**config.mk**
```make
export PLATFORM = sky130hd
export DESIGN_NAME = fp_cvt_sd_seq
export DESIGN_NICKNAME = d
export VERILOG_FILES = /design/src/rtl/fp_cvt_sd_seq.sv
export SDC_FILE = /design/constraint.sdc
export NUM_CORES = 1
export LEC_CHECK = 0
export ABC_AREA = 1
export CELL_PAD_IN_SITES_DETAIL_PLACEMENT = 1
export CELL_PAD_IN_SITES_GLOBAL_PLACEMENT = 2
export CORE_ASPECT_RATIO = 2
export CORE_MARGIN = 2
export CORE_UTILIZATION = 29
export DETAILED_ROUTE_END_ITERATION = 16
export PLACE_DENSITY = 0.88
export REMOVE_ABC_BUFFERS = 1
export SETUP_SLACK_MARGIN = 0.3
export SYNTH_ARGS = -nofsm -noshare
export SYNTH_HDL_FRONTEND = slang
export SYNTH_SLANG_ARGS = --single-unit
```
**constraint.sdc**
```tcl
create_clock -name clk -period 3.45 [get_ports clk]
set_input_delay 0.69 -clock clk [delete_from_list [all_inputs] [get_ports clk]]
set_output_delay 0.69 -clock clk [all_outputs]
set_load 0.02 [all_outputs]
```
**src/rtl/fp_cvt_sd_seq.sv**
```systemverilog
// ---------------------------------------------------------------------------
// fp_cvt_sd_seq
//   IEEE-754 binary32 -> binary64 widening converter. Every binary32 value is
//   exactly representable in binary64, so there is no rounding logic.
//   Single-precision subnormals are normalised by a 1-bit-per-cycle shifter,
//   so the latency depends on the data. All other inputs take one cycle.
//
// Handshake: a transfer happens on a rising clock edge where valid && ready
//   are both high. The producer holds its payload stable until that edge. The
//   consumer may change ready at any time. in_ready depends combinationally on
//   out_ready, so a finished result can drain and a new operand can enter on
//   the same edge.
//
// Parameters
//   CANON_NAN     1: every NaN result is 64'h7FF8000000000000.
//                 0: keep the sign, force the quiet bit, carry s[21:0] through.
//   FLUSH_SUBNORM 1: a subnormal input gives a signed zero after one cycle.
//
// Ports
//   clk        in   rising-edge clock
//   rst        in   asynchronous reset, active-high
//   in_valid   in   s is valid
//   in_ready   out  converter can accept an input this cycle
//   s          in   binary32 operand
//   out_valid  out  d and nv are valid
//   out_ready  in   downstream accepts d this cycle
//   d          out  binary64 result
//   nv         out  invalid flag (input was a signalling NaN)
//   busy       out  high while normalising a subnormal
// ---------------------------------------------------------------------------
module fp_cvt_sd_seq #(
  parameter bit CANON_NAN     = 1'b1,
  parameter bit FLUSH_SUBNORM = 1'b0
) (
  input  logic        clk,
  input  logic        rst,
  input  logic        in_valid,
  output logic        in_ready,
  input  logic [31:0] s,
  output logic        out_valid,
  input  logic        out_ready,
  output logic [63:0] d,
  output logic        nv,
  output logic        busy
);

  localparam logic [1:0] ST_IDLE = 2'd0;
  localparam logic [1:0] ST_NORM = 2'd1;
  localparam logic [1:0] ST_DONE = 2'd2;

  logic [1:0]  state;
  logic [22:0] mant;    // subnormal fraction being shifted up
  logic [4:0]  k;       // number of shifts performed so far
  logic        sg_r;    // sign of the subnormal being normalised

  logic        sg;
  logic [7:0]  es;
  logic [22:0] fs;
  logic        accept;
  logic        is_sub;
  logic [63:0] dec_d;
  logic        dec_nv;
  logic [23:0] mant_sh;
  logic [4:0]  k_inc;
  logic [10:0] norm_exp;

  assign sg = s[31];
  assign es = s[30:23];
  assign fs = s[22:0];

  assign in_ready  = (state == ST_IDLE) | ((state == ST_DONE) & out_ready);
  assign accept    = in_valid & in_ready;
  assign is_sub    = (es == 8'h00) && (fs != 23'd0);
  assign out_valid = (state == ST_DONE);
  assign busy      = (state == ST_NORM);

  // Single-cycle decode of everything except a subnormal that needs
  // normalising. A flushed subnormal falls into the signed-zero branch.
  always_comb begin
    dec_d  = 64'd0;
    dec_nv = 1'b0;
    if (es == 8'hFF) begin
      if (fs == 23'd0) begin
        dec_d = {sg, 11'h7FF, 52'd0};
      end else begin
        // Signalling NaN has the quiet bit (fs[22]) clear.
        dec_nv = ~fs[22];
        if (CANON_NAN) dec_d = 64'h7FF8000000000000;
        else           dec_d = {sg, 11'h7FF, 1'b1, fs[21:0], 29'd0};
      end
    end else if (es == 8'h00) begin
      dec_d = {sg, 63'd0};
    end else begin
      // Rebias 127 -> 1023; the 11-bit sum cannot overflow.
      dec_d = {sg, {3'd0, es} + 11'd896, fs, 29'd0};
    end
  end

  // One normalisation step. Bit 23 of the shifted value is the hidden bit;
  // once it is set, k shifts were needed and the exponent is 897 - k.
  assign mant_sh  = {mant, 1'b0};
  assign k_inc    = k + 5'd1;
  assign norm_exp = 11'd897 - {6'd0, k_inc};

  always_ff @(posedge clk or posedge rst) begin
    if (rst) begin
      state <= ST_IDLE;
      d     <= 64'd0;
      nv    <= 1'b0;
      mant  <= 23'd0;
      k     <= 5'd0;
      sg_r  <= 1'b0;
    end else begin
      case (state)
        ST_IDLE, ST_DONE: begin
          if (accept) begin
            if (is_sub && !FLUSH_SUBNORM) begin
              mant  <= fs;
              k     <= 5'd0;
              sg_r  <= sg;
              state <= ST_NORM;
            end else begin
              d     <= dec_d;
              nv    <= dec_nv;
              state <= ST_DONE;
            end
          end else if ((state == ST_DONE) && out_ready) begin
            state <= ST_IDLE;
          end
        end
        ST_NORM: begin
          mant <= mant_sh[22:0];
          k    <= k_inc;
          if (mant_sh[23]) begin
            d     <= {sg_r, norm_exp, mant_sh[22:0], 29'd0};
            nv    <= 1'b0;
            state <= ST_DONE;
          end
        end
        default: state <= ST_IDLE;
      endcase
    end
  end

endmodule

```
**Routed metal, one color a layer**

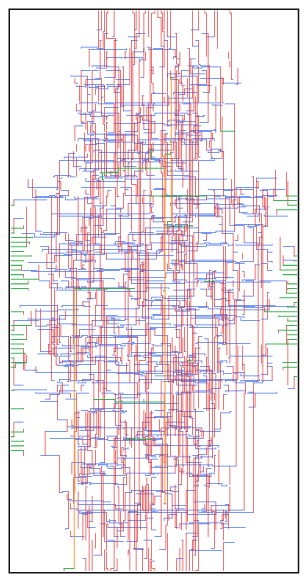
Red marks M2, wire length 6400 um. Blue marks M1, wire length 4310 um. Orange marks M4, wire length 227 um. Green marks M3, wire length 321 um.

**Layout detail**

Region (22, 30) to (62, 70) um. Cells in gray, sequential cells in the stronger gray; small squares are vias.
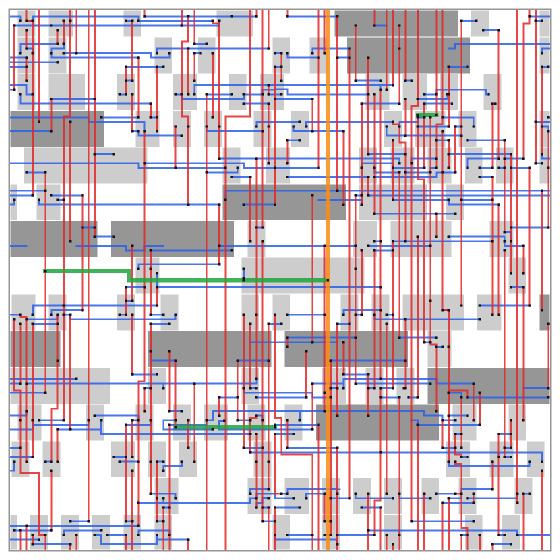
Blue marks M1. Green marks M3. Red marks M2. Orange marks M4.
114 logic cells have their middle in the window. Most frequent: nand2_1 (58), nand3_1 (15), dfrtp_1 (10). Sequential cells in the window: 10. Netlist names of flops here include mant (6), k (4).

==> impl_metrics.env <==
# yosys + openroad results
export IMPL_power_frac_comb_pct=22.5
export IMPL_seq_power_mw=0.944
export IMPL_fp_util_pct=29.8
export IMPL_grt_setup_unrepaired="no"
export IMPL_buffer_area_share_pct=16.8
export IMPL_yosys_area_mm2=0.00376
export IMPL_synth_adder_area_share_pct=0.665
export IMPL_dpl_cell_count=716
export IMPL_final_cell_mix="nand2_1, nand3_1, clkdlybuf4s50_1"
export IMPL_cp_required_ps=2760
export IMPL_clkCellAreaFrac_pct=7.06
export IMPL_ys_top_cells_by_area="dfrtp_1, nand2_1, nand3_1, buf_4, o21ai_0"
export IMPL_worstMarginPinSlew_ps=795
export IMPL_yosysWarnings=0
export IMPL_buffers=81
export IMPL_cp_max_fo=15
export IMPL_synth_area_mm2=0.00376
export IMPL_grt_pass1_wl_mm=18.6
export IMPL_p_seq_share_pct=36.9
export IMPL_yosysTopAreaCellShare_pct=43.9
export IMPL_diodes=0
export IMPL_place_ws_ps=799
export IMPL_yosys_area_top_type="dfrtp_1"
export IMPL_comb_share_pct=36.2
export IMPL_slowest_delay_ps=710
export IMPL_post_drt_via_cell_ratio=4.83
export IMPL_critPathKind="flip-flop to output pin"
export IMPL_async_reset_ff_share_pct=100
export IMPL_period_needed_ps=2640
export IMPL_postRouteAntennaNets=0
export IMPL_numSynthFlops=66
export IMPL_hold_buffers=0
export IMPL_vias=3535
export IMPL_drtIter0Drc=115
export IMPL_syn_area_per_cell_um2=7.34
export IMPL_cp_num_buf_inv=2
export IMPL_top_power_group="the clock network"
export IMPL_wirelength_mm=11.3
export IMPL_stdcell_count=732
export IMPL_dp_hpwl_mm=7.81
export IMPL_p_sw_share_pct=29.0
export IMPL_area_growth_pct=27.6
export IMPL_busiest_layer="met2"
export IMPL_cts_repair_resized=0
export IMPL_common_cells="nand2_1, nand3_1, dfrtp_1, buf_4, nor2_1"
export IMPL_core_area_mm2=0.0126
export IMPL_nonClockInverterCount=21
export IMPL_track_usage_pct=17.0
export IMPL_switching_power_mw=0.742
export IMPL_flop_cell="dfrtp_1"
export IMPL_nets=615
export IMPL_logic_family="simple AND/OR/NAND/NOR gates"
export IMPL_final_hold_violation_count=0
export IMPL_grt_pass1_vias=3771
export IMPL_dieArea_mm2=0.0140
export IMPL_aoi_share_pct=5.35
export IMPL_yosys_cells=513
export IMPL_tns_ps=0
export IMPL_die_x_um=84.6
export IMPL_highest_layer="met4"
export IMPL_root_buffer="clkbuf_16"
export IMPL_logic_gates=398
export IMPL_fp_dieH_um=165
export IMPL_outcome="complete, no violations"
export IMPL_arrival_ps=1950
export IMPL_lay_top_count="nand2_1"
export IMPL_cp_cell_sequence="inv_2 > nor2_4 > clkdlybuf4s50_1"
export IMPL_crit_path_start_kind="flip-flop"
export IMPL_cts_max_level=3
export IMPL_cts_setup_buffers=0
export IMPL_edf_count=0
export IMPL_grt_ovfl_total=0
export IMPL_yosys_area_share_simple_pct=37.1
export IMPL_dr_pass1_iters=4
export IMPL_synth_most_common_cell="nand2_1"
export IMPL_leakage_nw=2.37
export IMPL_met3_usage_pct=2.24
export IMPL_cts_clk_slew_worst_paths_ps=50
export IMPL_portBuffers=74
export IMPL_place_gp_congestion=0.767
export IMPL_top_area_cell_class="multi-input combinational cells"
export IMPL_nClkBuffers=12
**Cell outlines without signal wires**

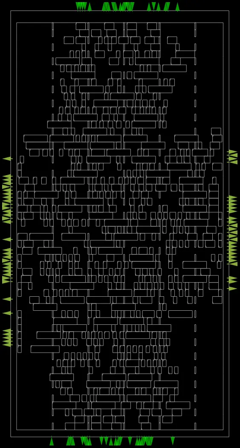
final core utilization: 38.0%
# rows: 58
fillers: 1569
Seq/total area: 34.4%
Well Taps: 150

**Routed clock nets over the placement**

Scale bar: 20 um.
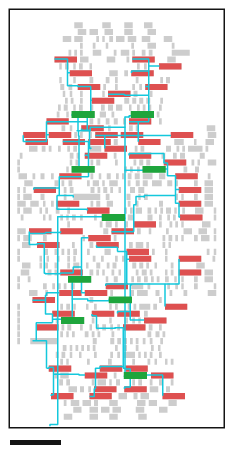
Red marks flip-flops, count 66. Green marks clock-net drivers, count 9. Cyan marks clock wires, length 1050 um.
There are 10 routed clock nets.
clk_lat worst skew: 340 ps
Clock Power Share: 40.6%
Setup Skew: 5.07 ps
Clk power: 1.04 mW

## state kept, by name (all words and copies together) (netlist names)
register,cells
k,5
mant,23
sg_r,1
nv,1
state,2
d,34
## through the flow
| step | total power, mW | cell area (um^2) |
|---|---|---|
| finish | 2.56 | 4800 |
| global route | 2.69 | 4800 |
| CTS | 2.59 | 4800 |
| detailed placement | 1.54 | 4460 |
| global placement | 1.52 | 4460 |
| floorplan | 1.26 | 3470 |
## path summary, 6_finish.rpt
kind                       startpoint     to  slack [ps]  cells past startpoint
max reg2reg                  state[0]  d[55]        1130                      6
min reg2reg                     d[62]  d[62]         500                      2
min in group asynchronous         rst  d[63]         730                      3
min                             d[62]  d[62]         500                      2
max in group asynchronous         rst  d[44]        2390                      3
max                          state[0]   busy         810                      3
No activity file was given, so power comes from the tool's default toggle rates.
